$ cat src/rtl/vga_timing_gen.sv
// 640x480@60 VGA timing: pixel counters, display enable, delayed active-low syncs,
// plus a frame-start pulse and frame counter for game logic.
module vga_timing_gen #(
  parameter int H_VISIBLE  = 640,
  parameter int H_FRONT    = 16,
  parameter int H_SYNC     = 96,
  parameter int H_BACK     = 48,
  parameter int V_VISIBLE  = 480,
  parameter int V_FRONT    = 10,
  parameter int V_SYNC     = 2,
  parameter int V_BACK     = 33,
  parameter int SYNC_DELAY = 2
) (
  input  logic        vga_clk,
  input  logic        reset_n,
  input  logic        pix_en,
  output logic [9:0]  DrawX,
  output logic [9:0]  DrawY,
  output logic        blank,
  output logic        hs,
  output logic        vs,
  output logic        frame_start,
  output logic [15:0] frame_count
);

  localparam int H_TOTAL = H_VISIBLE + H_FRONT + H_SYNC + H_BACK;
  localparam int V_TOTAL = V_VISIBLE + V_FRONT + V_SYNC + V_BACK;
  localparam int DLY_W   = (SYNC_DELAY > 0) ? SYNC_DELAY : 1;

  localparam logic [9:0] H_LAST   = 10'(H_TOTAL - 1);
  localparam logic [9:0] V_LAST   = 10'(V_TOTAL - 1);
  localparam logic [9:0] H_VIS    = 10'(H_VISIBLE);
  localparam logic [9:0] V_VIS    = 10'(V_VISIBLE);
  localparam logic [9:0] HS_START = 10'(H_VISIBLE + H_FRONT);
  localparam logic [9:0] HS_END   = 10'(H_VISIBLE + H_FRONT + H_SYNC);
  localparam logic [9:0] VS_START = 10'(V_VISIBLE + V_FRONT);
  localparam logic [9:0] VS_END   = 10'(V_VISIBLE + V_FRONT + V_SYNC);

  logic [9:0]       x_q, x_d, y_q, y_d;
  logic             blank_q, blank_d;
  logic             hs_raw_q, hs_raw_d, vs_raw_q, vs_raw_d;
  logic [DLY_W-1:0] hs_dly_q, hs_dly_d, vs_dly_q, vs_dly_d;
  logic             frame_start_q, frame_start_d;
  logic [15:0]      frame_count_q, frame_count_d;

  always_comb begin
    x_d           = x_q;
    y_d           = y_q;
    blank_d       = blank_q;
    hs_raw_d      = hs_raw_q;
    vs_raw_d      = vs_raw_q;
    hs_dly_d      = hs_dly_q;
    vs_dly_d      = vs_dly_q;
    frame_start_d = frame_start_q;
    frame_count_d = frame_count_q;

    if (pix_en) begin
      frame_start_d = 1'b0;
      // >= comparisons also pull any out-of-range count back to zero
      if (x_q >= H_LAST) begin
        x_d = '0;
        if (y_q >= V_LAST) begin
          y_d           = '0;
          frame_start_d = 1'b1;
          frame_count_d = frame_count_q + 16'd1;
        end else begin
          y_d = y_q + 10'd1;
        end
      end else begin
        x_d = x_q + 10'd1;
        if (y_q > V_LAST) y_d = '0;
      end

      // Decoded from next-state so they line up with the registered counters
      blank_d  = (x_d < H_VIS) && (y_d < V_VIS);
      hs_raw_d = !((x_d >= HS_START) && (x_d < HS_END));
      vs_raw_d = !((y_d >= VS_START) && (y_d < VS_END));

      hs_dly_d[0] = hs_raw_q;
      vs_dly_d[0] = vs_raw_q;
      for (int i = 1; i < DLY_W; i++) begin
        hs_dly_d[i] = hs_dly_q[i-1];
        vs_dly_d[i] = vs_dly_q[i-1];
      end
    end
  end

  always_ff @(posedge vga_clk or negedge reset_n) begin
    if (!reset_n) begin
      x_q           <= '0;
      y_q           <= '0;
      blank_q       <= 1'b0;
      hs_raw_q      <= 1'b1;
      vs_raw_q      <= 1'b1;
      hs_dly_q      <= '1;
      vs_dly_q      <= '1;
      frame_start_q <= 1'b0;
      frame_count_q <= '0;
    end else begin
      x_q           <= x_d;
      y_q           <= y_d;
      blank_q       <= blank_d;
      hs_raw_q      <= hs_raw_d;
      vs_raw_q      <= vs_raw_d;
      hs_dly_q      <= hs_dly_d;
      vs_dly_q      <= vs_dly_d;
      frame_start_q <= frame_start_d;
      frame_count_q <= frame_count_d;
    end
  end

  generate
    if (SYNC_DELAY == 0) begin : g_no_dly
      assign hs = hs_raw_q;
      assign vs = vs_raw_q;
    end else begin : g_dly
      assign hs = hs_dly_q[DLY_W-1];
      assign vs = vs_dly_q[DLY_W-1];
    end
  endgenerate

  assign DrawX       = x_q;
  assign DrawY       = y_q;
  assign blank       = blank_q;
  assign frame_start = frame_start_q;
  assign frame_count = frame_count_q;

endmodule

$ cat config.mk
export PLATFORM = sky130hd
export DESIGN_NAME = vga_timing_gen
export DESIGN_NICKNAME = d
export VERILOG_FILES = /design/src/rtl/vga_timing_gen.sv
export SDC_FILE = /design/constraint.sdc
export NUM_CORES = 1
export LEC_CHECK = 0
export ABC_AREA = 1
export CORE_MARGIN = 1
export CORE_UTILIZATION = 58
export CTS_CLUSTER_DIAMETER = 200
export DETAILED_ROUTE_END_ITERATION = 16
export MAX_ROUTING_LAYER = met4
export PLACE_DENSITY = 0.86
export RECOVER_POWER = 50
export SLEW_MARGIN = 0
export SYNTH_ARGS = -nofsm -noshare
export SYNTH_HDL_FRONTEND = slang
export SYNTH_SLANG_ARGS = --single-unit
$ cat constraint.sdc
create_clock -name vga_clk -period 2.7 [get_ports vga_clk]
set_clock_uncertainty 0.15 [all_clocks]
set_input_delay 0.54 -clock vga_clk [delete_from_list [all_inputs] [get_ports vga_clk]]
set_output_delay 0.54 -clock vga_clk [all_outputs]
set_load 0.005 [all_outputs]
==> run_1/layer_met1.png <==
Drawn at 6 px/um. Supply wires on this layer in gray.
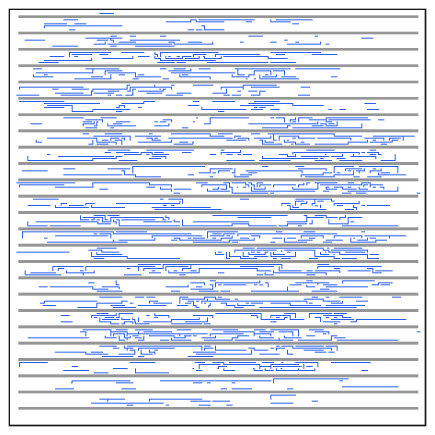
main direction: horizontal
share of all routed wire: 47%
longest straight run: 19.8 um
nets with wire on the layer: 360
wire length on this layer: 2,750 um

==> run_1/layer_met2.png <==
Drawn at 4 px/um.
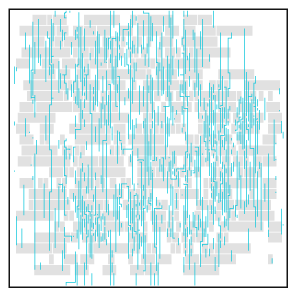
share of all routed wire: 47%
longest straight run: 29.9 um
nets with wire on the layer: 319
main direction: vertical

==> flow_summary.toml, run 1 <==
# generated from flow reports
[worst_hold_path]
hold_class = "primary input to asynchronous set/reset pin"

[floorplanning]
core_sq_um = 4354
fp-row-count = 24
die_x_um = 69.12
initCoreUtil_pct = 60.00
die_h_um = 69.12
num_io_pins = 43

[route]
avgRoutedWirePerCell_um = 13.13
route.top_layer_used = "met4"
route.met3.wl_um = 325
met1_length_mm = 2.752
drc = 0
via_count = 2385
via_per_inst = 5.396
firstDrtPassIters = 4
dr.first_iter.drc_count = 218
routed_wirelength_mm = 5.804

[final_timing]
fin_crit_sh_pct = 84.41
rsz0062_at_grt = "false"
max_freq_ghz = 0.4388
drv_slew = 0
worst_pin_slew_ns = 1.015
hold_slack_ns = 0.2317
finalSetupViolations = 0
finalWorstSetupSlack_ns = 0.4209

[logic_synthesis]
numSynthFlops = 44
synth_nets = 353
yosysWarnings = 0
synth_seq_share_pct = 42.43
ys_cells = 346

[critical_path]
worst_setup_path_end_kind = "register"
ff2ff_setup_slack_ns = 0.42
cp.arrival_ns = 2.33
cpMaxStageDelayCell = "dfrtp_1"
crit_top_cell = "nand2_1"
cp.required_ns = 2.75
r2r_start = "DrawX[0]"
cp_top_family = "simple AND/OR/NAND/NOR gates"
cp_cell_sequence = "ha_1 -> nand2_1 -> nor2_1 -> nand2_2 -> nand2_1 -> nand2_4 -> clkinv_4 -> nand3_4 -> inv_4 -> nand3_4 -> nor2_2 -> nand2_1 -> nand2_1 -> nand2_1"

[finish]
layout_top_cells = "114 x nand2_1, 38 x dfrtp_1, 35 x clkdlybuf4s50_1"
syn_to_final_growth_pct = 20.35
instances_no_fill = 442
drive_gt1_share_pct = 10.26

[global_routing]
antenna_found_initial = 0
grt_pass1_vias = 2130
globalRouteTotalUtil_pct = 26.39
overflow = 0

[clock_tree]
clockRootBuffer = "clkbuf_8"
htree_num_levels = 2
cts_tree = "yes"
insertion_delay_ns = 0.30
holdBufCountCts = 0
cts_num_sinks = 44
cts.path.max_buffers = 2

[flow_run]
tool_warnings = 27

[placement]
dp_hpwl_mm = 4.187
post-place-cells = 434
gp_congestion = 0.9617

[power_and_ir_drop]
power_density_nw_per_um2 = 670.2

[status]
outcome = "finished, final reports clean"
==> run_1/layer_met3.png <==
Drawn at 6 px/um.
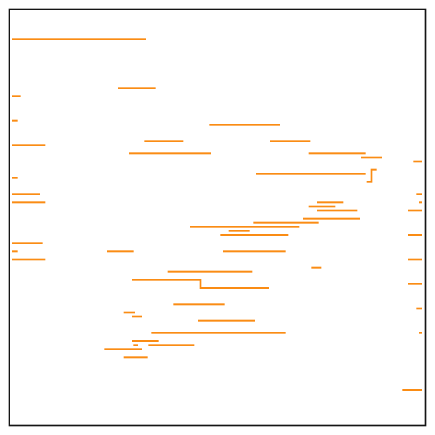
wire length on this layer: 326 um
share of all routed wire: 5.6%
main direction: horizontal
nets with wire on the layer: 46
longest straight run: 22.1 um

run 1: cell families after synthesis:
kind of cell | synth area share (%)
adders and majority gates | 1.916
DFF | 42.43
xor gates and xnor gates | 6.034
muxes | 0.3832
and+or+nand+nor | 34.29
buffers and inverters | 7.376
AOI/OAI and AO/OA | 7.568
run 1: how the worst max path moves through the flow:
stage                   from               to  slack (ns)  cells past startpoint
floorplan           DrawX[0]  frame_count[12]        0.86                     14
global placement      pix_en         DrawY[5]        0.56                      4
detailed placement  DrawX[0]  frame_count[12]        0.52                     14
CTS                 DrawX[0]  frame_count[12]        0.51                     14
global route        DrawX[0]   frame_count[9]        0.25                     12
finish              DrawX[0]  frame_count[12]        0.42                     14
run 1: area by class of cell:
| type | instances | area (sq um) |
|---|---|---|
| inverters | 37 | 146.4 |
| repair buffers | 45 | 430.4 |
| flip-flops and latches | 44 | 1109 |
| multi-input cells | 256 | 1304 |
| fillers | 333 | 1210 |
| clock buffers | 8 | 90.09 |
| well taps | 52 | 65.06 |
run 1: routing by layer:
| layer | GRT usage (%) | up-vias |
|---|---|---|
| met5 | - | - |
| met4 | 9.070 | 0 |
| li1 | - | 1175 |
| met1 | 37.55 | 1122 |
| met3 | 4.678 | 4 |
| met2 | 38.19 | 84 |
run 1: worst register-to-register path, stage by stage, from the launching register on:
cell and delay, ns:
dfrtp_1 0.41, ha_1 0.22, nand2_1 0.07, nor2_1 0.17
nand2_2 0.09, nand2_1 0.11, nand2_4 0.18, clkinv_4 0.13
nand3_4 0.12, inv_4 0.15, nand3_4 0.10, nor2_2 0.12
nand2_1 0.06, nand2_1 0.06, nand2_1 0.04
run 1: flip-flops by register name (all words and copies together) (netlist names):
register and count:
frame_count 16, frame_start 1, hs_dly_q 2, vs_raw_q 1, DrawY 10, blank 1, vs_dly_q 2, DrawX 10
hs_raw_q 1
run 1: power breakdown:
| group | switching (mW) | total (mW) | internal, mW |
|---|---|---|---|
| logic | 0.397 | 0.743 | 0.346 |
| registers | 0.167 | 0.936 | 0.769 |
| clock network | 0.219 | 0.428 | 0.209 |
| total | 0.783 | 2.11 | 1.32 |
run 1: synth_stat cells (all sizes together):
master / n / share of area (%)
dfrtp: 38 / 36
xnor2: 8 / 2.7
buf: 5 / 1.2
o22ai: 6 / 1.4
a21oi: 7 / 1.5
o21bai: 1 / 0.29
o21a: 1 / 0.29
clkbuf: 4 / 0.57
dfstp: 6 / 6.0
o21ai: 20 / 3.8
nand2: 120 / 18
nand3b: 1 / 0.29
nand4: 6 / 1.7
nor4: 1 / 0.24
a31oi: 1 / 0.24
nand3: 23 / 5.4
clkinv: 1 / 0.34
ha: 4 / 1.9
xor2: 10 / 3.4
inv: 36 / 5.3
nor2: 42 / 7.3
nor3: 4 / 1.1
mux2i: 1 / 0.38
==> run_1/placement.png <==
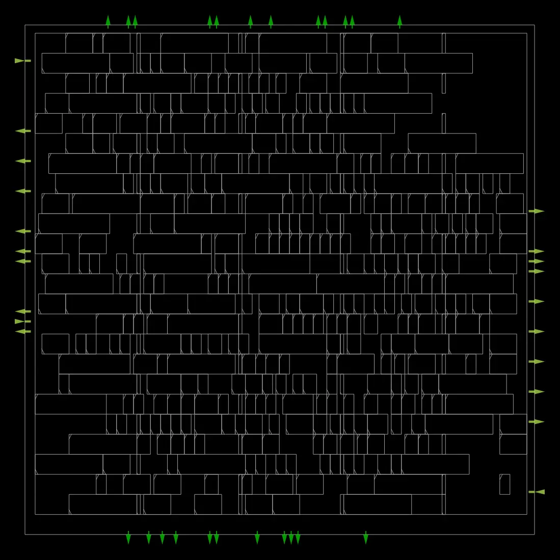

## Run 2: what changed since run 1
CORE_UTILIZATION = 48   (was 58)
PLACE_DENSITY = 0.76   (was 0.86)
clock period = 2.09 ns   (was 2.7 ns; I/O delays follow)
==> run_2/placement.png <==
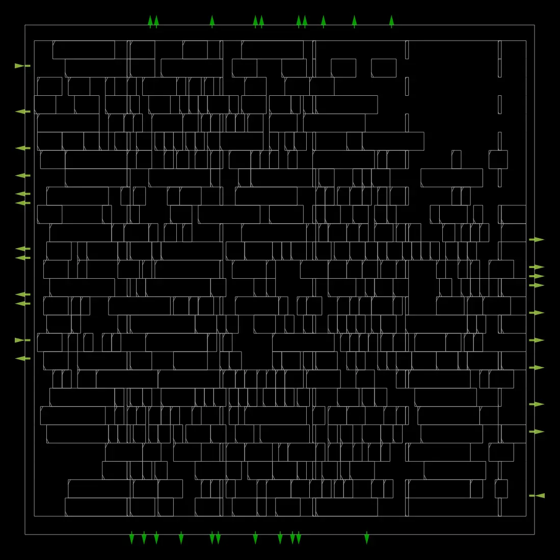
Finished Layout Cells: 477
Core Area: 5172 sq um
seq_cells: 44
Filler Cell Count: 447

==> run 2 against run 1 <==
Global-route usage shrank 1.8 points. Sequential cell count did not move. Combinational power is 52% higher. Clock power up 27%. Sequential power grew 26%. Area after synthesis stayed put. Critical path depth fell by 1. Routed wire length increased by 6.7%. Clock-buffer cell count unchanged. Worst hold slack better by 0.0075 ns. Power up 35%. Critical path type unchanged. Critical endpoint is now blank.
==> flow_summary.toml, run 2 <==
# generated from flow reports
[status]
outcome = "finished, final reports clean"

[global_routing]
antenna_found_initial = 0
grt_pass1_wl_mm = 10.14
grt_max_degree = 45
grt_pass1_vias = 2088
overflow = 0
globalRouteTotalUtil_pct = 24.56

[logic_synthesis]
yosysWarnings = 0
synth_nets = 353
ys_chip_area_sq_um = 2613
postSynthAreaPerCell_sq_um = 7.551
synth_seq_share_pct = 42.43
yosysTopAreaCellShare_pct = 36.40
synthArstFlopShare_pct = 100.0
edf_count = 0
numSynthFlops = 44
topCellsByArea = "dfrtp_1 36%, nand2_1 16%, dfstp_2 6.0%"
netlist_area_sq_um = 2613
ys_cells = 346
largest_area_cell = "dfrtp_1"
synth.top_cells.by_count = "113 x nand2_1, 38 x dfrtp_1, 32 x inv_1, 31 x nor2_1, 21 x nand3_1"
yosys.cell_count.top_type = "nand2_1"
ff_type = "dfrtp_1"

[route]
firstDrtPassIters = 4
drc = 0
avgRoutedWirePerCell_um = 12.99
via_per_inst = 5.096
drtAntennaViolNets = 0
dr.first_iter.drc_count = 217

[clock_tree]
cts.path.max_buffers = 2
htree_num_levels = 2
cts_num_sinks = 44
insertion_delay_ns = 0.30
numCtsBuffers = 5
path_clk_slew_ns = 0.08
clockRootBuffer = "clkbuf_8"
cts_tree = "yes"

[placement]
io_buffers = 42
place_ws_ns = 0.05307
post-place-cells = 459
dp_hpwl_mm = 4.344
gp_congestion = 0.8823

[finish]
largest_reg_flops = 16
antenna_cells = 0
final_layout_top_logic_cell = "nand2_1"
layout_top_cells = "102 x nand2_1, 40 x clkdlybuf4s50_1, 37 x dfrtp_1"
drive_gt1_share_pct = 18.92
nets = 413
logic_area_sq_um = 1386
regArea_sq_um = 1110
syn_to_final_growth_pct = 30.32

[power_and_ir_drop]
p_total_mw = 2.850
power_density_nw_per_um2 = 837.2
power.leakage_nw = 1.567

[final_timing]
fin_crit_sh_pct = 96.50
worst_pin_slew_ns = 1.071
slew_headroom_pct = 28.62
hold_violations = 0
finalWorstSetupSlack_ns = 0.07320
max_freq_ghz = 0.4958
finalSetupViolations = 0
finalSetupTns_ns = 0
drv_slew = 0
hold_slack_ns = 0.2392
fin_crit_ns = 2.017
rsz0062_at_grt = "true"

[critical_path]
cp.required_ns = 2.18
cp.arrival_ns = 2.11
r2r_start = "DrawX[0]"
path_class = "register to register"
slowest_delay_ns = 0.40
r2r-end = "blank"
worst_setup_path_end_kind = "register"
crit_start = "DrawX[0]"
cpMaxStageDelayCell = "dfrtp_1"
worstRegToRegCells = 13
ff2ff_setup_slack_ns = 0.07
crit_end = "blank"
cp_cell_sequence = "ha_2 -> nand2_2 -> nor2_4 -> nand2_2 -> nand2_4 -> nand2_8 -> buf_6 -> buf_4 -> nand3_1 -> nor2_1 -> nor3_1 -> nand2_1 -> nand2_1"

[floorplanning]
initCoreUtil_pct = 50.51
die_h_um = 75.78
num_io_pins = 43
fp-row-count = 26
chipArea_sq_um = 5742
die_x_um = 75.78

[worst_hold_path]
hold_class = "primary input to asynchronous set/reset pin"

[flow_run]
tool_warnings = 28
cap_violations = 0
==> run_2/layer_met1.png <==
Drawn at 4 px/um. Supply wires on this layer in gray.
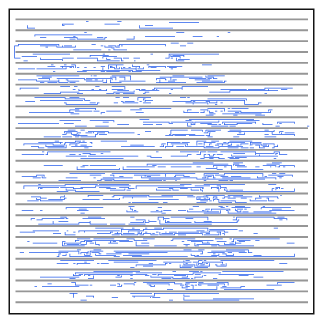
DRT Wirelength: 6.195 mm
vias: 2,431
met1 Usage GRT: 33.47%

## run 2: cell counts after synthesis
Identical to the previous run, type by type.
## run 2: final cells by class
type	instances	area share, %
clock buffer	8	2.646
timing repair buffer	62	17.02
inverter	37	4.447
sequential	44	32.60
multi-input combinational	256	40.72
tap	70	2.573
## run 2: worst min-delay path by stage
stage	depth (start not counted)	slack, ns	from	to
finish	2	0.24	reset_n	DrawX[9]
global route	2	0.34	reset_n	DrawX[8]
CTS	2	0.06	reset_n	DrawY[5]
detailed placement	2	0.31	vs_dly_q[1]	vs_dly_q[1]
global placement	2	0.30	hs_dly_q[1]	hs_dly_q[1]
floorplan	0	-0.03	reset_n	DrawX[0]
## run 2: metal layers
metal | GRT usage [%] | vias up | routed length (um)
li1 | - | 1216 | -
met1 | 33.47 | 1154 | 2978
met2 | 37.07 | 55 | 2867
met3 | 5.159 | 6 | 287
met4 | 6.790 | 0 | 61
met5 | - | - | 0
## run 2: per-stage QoR
stage,utilization [%],cell area (sq um)
floorplan,-,2613
global placement,61.03,3157
detailed placement,61.03,3157
CTS,62.77,3247
global route,65.82,3405
finish,65.82,3405
## run 2: repair_timing
| item | 4_1_cts | 5_1_grt |
|---|---|---|
| hold buffers | 0 | 0 |
| setup buffers | 0 | 10 |
| endpoints found under the setup margin | 0 | 15 |
| gates resized | 0 | 27 |
## run 2: critical path: cells and delay by family (launching register included)
| kind | cells | cell delay [ns] |
|---|---|---|
| AND/OR/NAND/NOR | 10 | 0.91 |
| flip-flops | 1 | 0.40 |
| adder cells (fa/ha/maj) | 1 | 0.22 |
| buffers and inverters | 2 | 0.28 |
## run 2: cell families after synthesis
group / synth area share (%)
compound gates: 7.568
xor+xnor: 6.034
fa+ha+maj: 1.916
buf+inv: 7.376
flops: 42.43
mux: 0.3832
simple gates: 34.29
## run 2: where the power goes
part           internal (mW)  switching, mW  total [mW]  leakage [nW]
Combinational          0.519          0.607        1.13         0.972
Clock                  0.270          0.273       0.543        0.0455
Sequential             0.994          0.187        1.18         0.549
Total                   1.78           1.07        2.85          1.57
==> run_2/layer_met3.png <==
Drawn at 4 px/um.
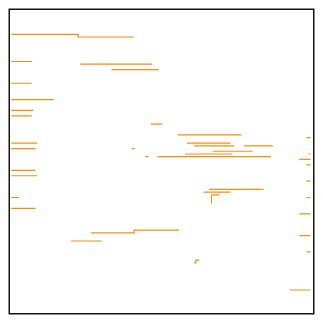

## Run 3: what changed since run 2
CAP_MARGIN = 20   (was not set)
CELL_PAD_IN_SITES_DETAIL_PLACEMENT = 1   (was not set)
CELL_PAD_IN_SITES_GLOBAL_PLACEMENT = 1   (was not set)
CORE_UTILIZATION = 35   (was 48)
PLACE_DENSITY = not set   (was 0.76)
PLACE_DENSITY_LB_ADDON = 0.1   (was not set)
==> run_3/layer_met3.png <==
Drawn at 4 px/um.
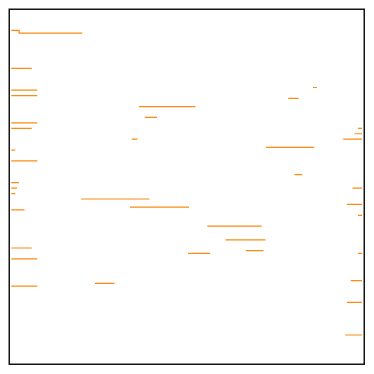
DRT Wirelength: 7.194 mm
met3 usage: 2.985%

==> run_3/io_placement.png <==
Drawn at 4 px/um. Pins as bars across the die edge, other pins in gray.
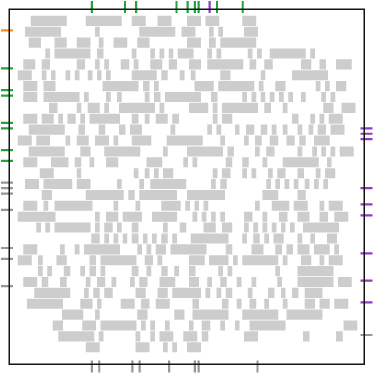
[vga_clk] orange | pins: 1 | direction: input | edge: west
[frame_count] green | pins: 16 | direction: output | edge: 9 north, 7 west
[DrawY] purple | pins: 10 | direction: output | edge: 9 east, 1 north
all pins by edge: 15 west, 10 east, 10 north, 8 south

==> run 3 against run 2 <==
Via count grew 0.41%. Synthesized cell count is the same. Highest routed layer unchanged. Clock power grew 3%. Largest cell class unchanged. Critical path type unchanged.
==> flow_summary.toml, run 3 <==
# generated from flow reports
[route]
via_per_inst = 4.777
avgRoutedWirePerCell_um = 14.08
dr.first_iter.drc_count = 84

[logic_synthesis]
ys_cells = 346
synthMuxAreaShare_pct = 0.3831
yosys.cell_count.top_type = "nand2_1"
ys_sh_simple_pct = 34.29
ys_chip_area_sq_um = 2613
ff_type = "dfrtp_1"
synth_nets = 353
edf_count = 0
yosysTopAreaCellShare_pct = 36.40
synth.top_cells.by_count = "113 x nand2_1, 38 x dfrtp_1, 32 x inv_1, 31 x nor2_1, 21 x nand3_1"
netlist_area_sq_um = 2613
largest_area_cell = "dfrtp_1"
xor_share_pct = 6.034

[critical_path]
slowest_delay_ns = 0.37
cp_top_family = "simple AND/OR/NAND/NOR gates"
cp.arrival_ns = 2.01
path_class = "register to register"
cp_num_buf_inv = 2
cpMaxStageDelayCell = "dfrtp_1"
worst_setup_path_end_kind = "register"

[finish]
nets = 418
antenna_cells = 0
syn_to_final_growth_pct = 31.90
largest_reg_flops = 16

[global_routing]
top_usage_layer = "met2"
overflow = 0
grt_pass1_vias = 2415
grt_pass1_wl_mm = 11.92
met2_usage_pct = 31.82
globalRouteTotalUtil_pct = 20.43

[floorplanning]
num_io_pins = 43
core_sq_um = 7214
initCoreUtil_pct = 36.21
chipArea_sq_um = 7814
fp-row-count = 31

[final_timing]
fin_crit_sh_pct = 94.15
max_freq_ghz = 0.5082
finalSetupViolations = 0
hold_violations = 0

[clock_tree]
cts_tree = "yes"
insertion_delay_ns = 0.30
cts.path.max_buffers = 2

[status]
outcome = "finished, final reports clean"

[flow_run]
cap_violations = 0

[placement]
io_buffers = 42
dp_hpwl_mm = 5.314
## run 3: worst reg2reg max path: stages, from the launching register on
cell and delay (ns):
dfrtp_1 0.37, ha_2 0.19, nand2_1 0.07, nor2_2 0.14, nand2_2 0.09, nand2_4 0.09
nand2_8 0.11, inv_8 0.10, nand3_4 0.09, inv_8 0.11, nand3_4 0.10, nor2_4 0.10
nand2_1 0.05, nand2_1 0.06, nand2_1 0.04
## run 3: kinds of logic after synthesis
group,Yosys count
DFF,44
muxes,1
AOI/OAI and AO/OA,36
and+or+nand+nor,197
adders and majority gates,4
buffers and inverters,46
xor gates and xnor gates,18
## run 3: path summary, 6_finish.rpt
path | from | endpoint | slack [ns] | depth (start not counted)
worst max-delay path | DrawX[0] | frame_count[12] | 0.12 | 14
worst max register to register | DrawX[0] | frame_count[12] | 0.12 | 14
min in group asynchronous | reset_n | DrawY[2] | 0.83 | 3
max in group asynchronous | reset_n | frame_count[11] | 0.25 | 3
worst min register to register | hs_dly_q[1] | hs_dly_q[1] | 0.32 | 2
worst min-delay path | hs_dly_q[1] | hs_dly_q[1] | 0.32 | 2
## run 3: layer usage
layer	part of all wire, %	up-vias
met5	0	-
met4	1.4	0
met3	2.8	10
met2	47	47
met1	49	1161
li1	-	1223
## run 3: where the power goes
group	total (mW)	leakage (nW)	internal, mW	switching (mW)
sequential	1.14	0.551	0.995	0.146
clock	0.560	0.0455	0.270	0.289
combinational	1.24	1.01	0.563	0.674
## run 3: area by class of cell
class                   instances  area [sq um]
inverters                      37         153.9
clock buffers                   8         90.09
fillers                       936          3769
well taps                      99         123.9
flip-flops and latches         44          1109
repair buffers                 67         613.1
multi-input cells             256          1356
## run 3: per-stage QoR
step           worst slack [ns]  hold WS (ns)  cell area, sq um  utilization (%)  setup TNS (ns)
2_1_floorplan            0.2490      -0.02759              2613                -               0
3_3_place_gp             0.1224        0.2727              3266            45.27               0
3_5_place_dp            0.05586        0.2713              3266            45.27               0
4_1_cts                 0.03339        0.3240              3366            46.65               0
5_1_grt               -0.005304        0.3428              3446            47.76       -0.008468
6_report                 0.1223        0.3192              3446            47.76               0
## run 3: what timing repair did
| item | in CTS | in global routing |
|---|---|---|
| endpoints found under the setup margin | 0 | 15 |
| hold buffers | 1 | 0 |
| endpoints found under the hold margin | 38 | 0 |
| buffers inserted | 0 | 6 |
| resized | 0 | 12 |
Power and IR drop assume default switching activity.
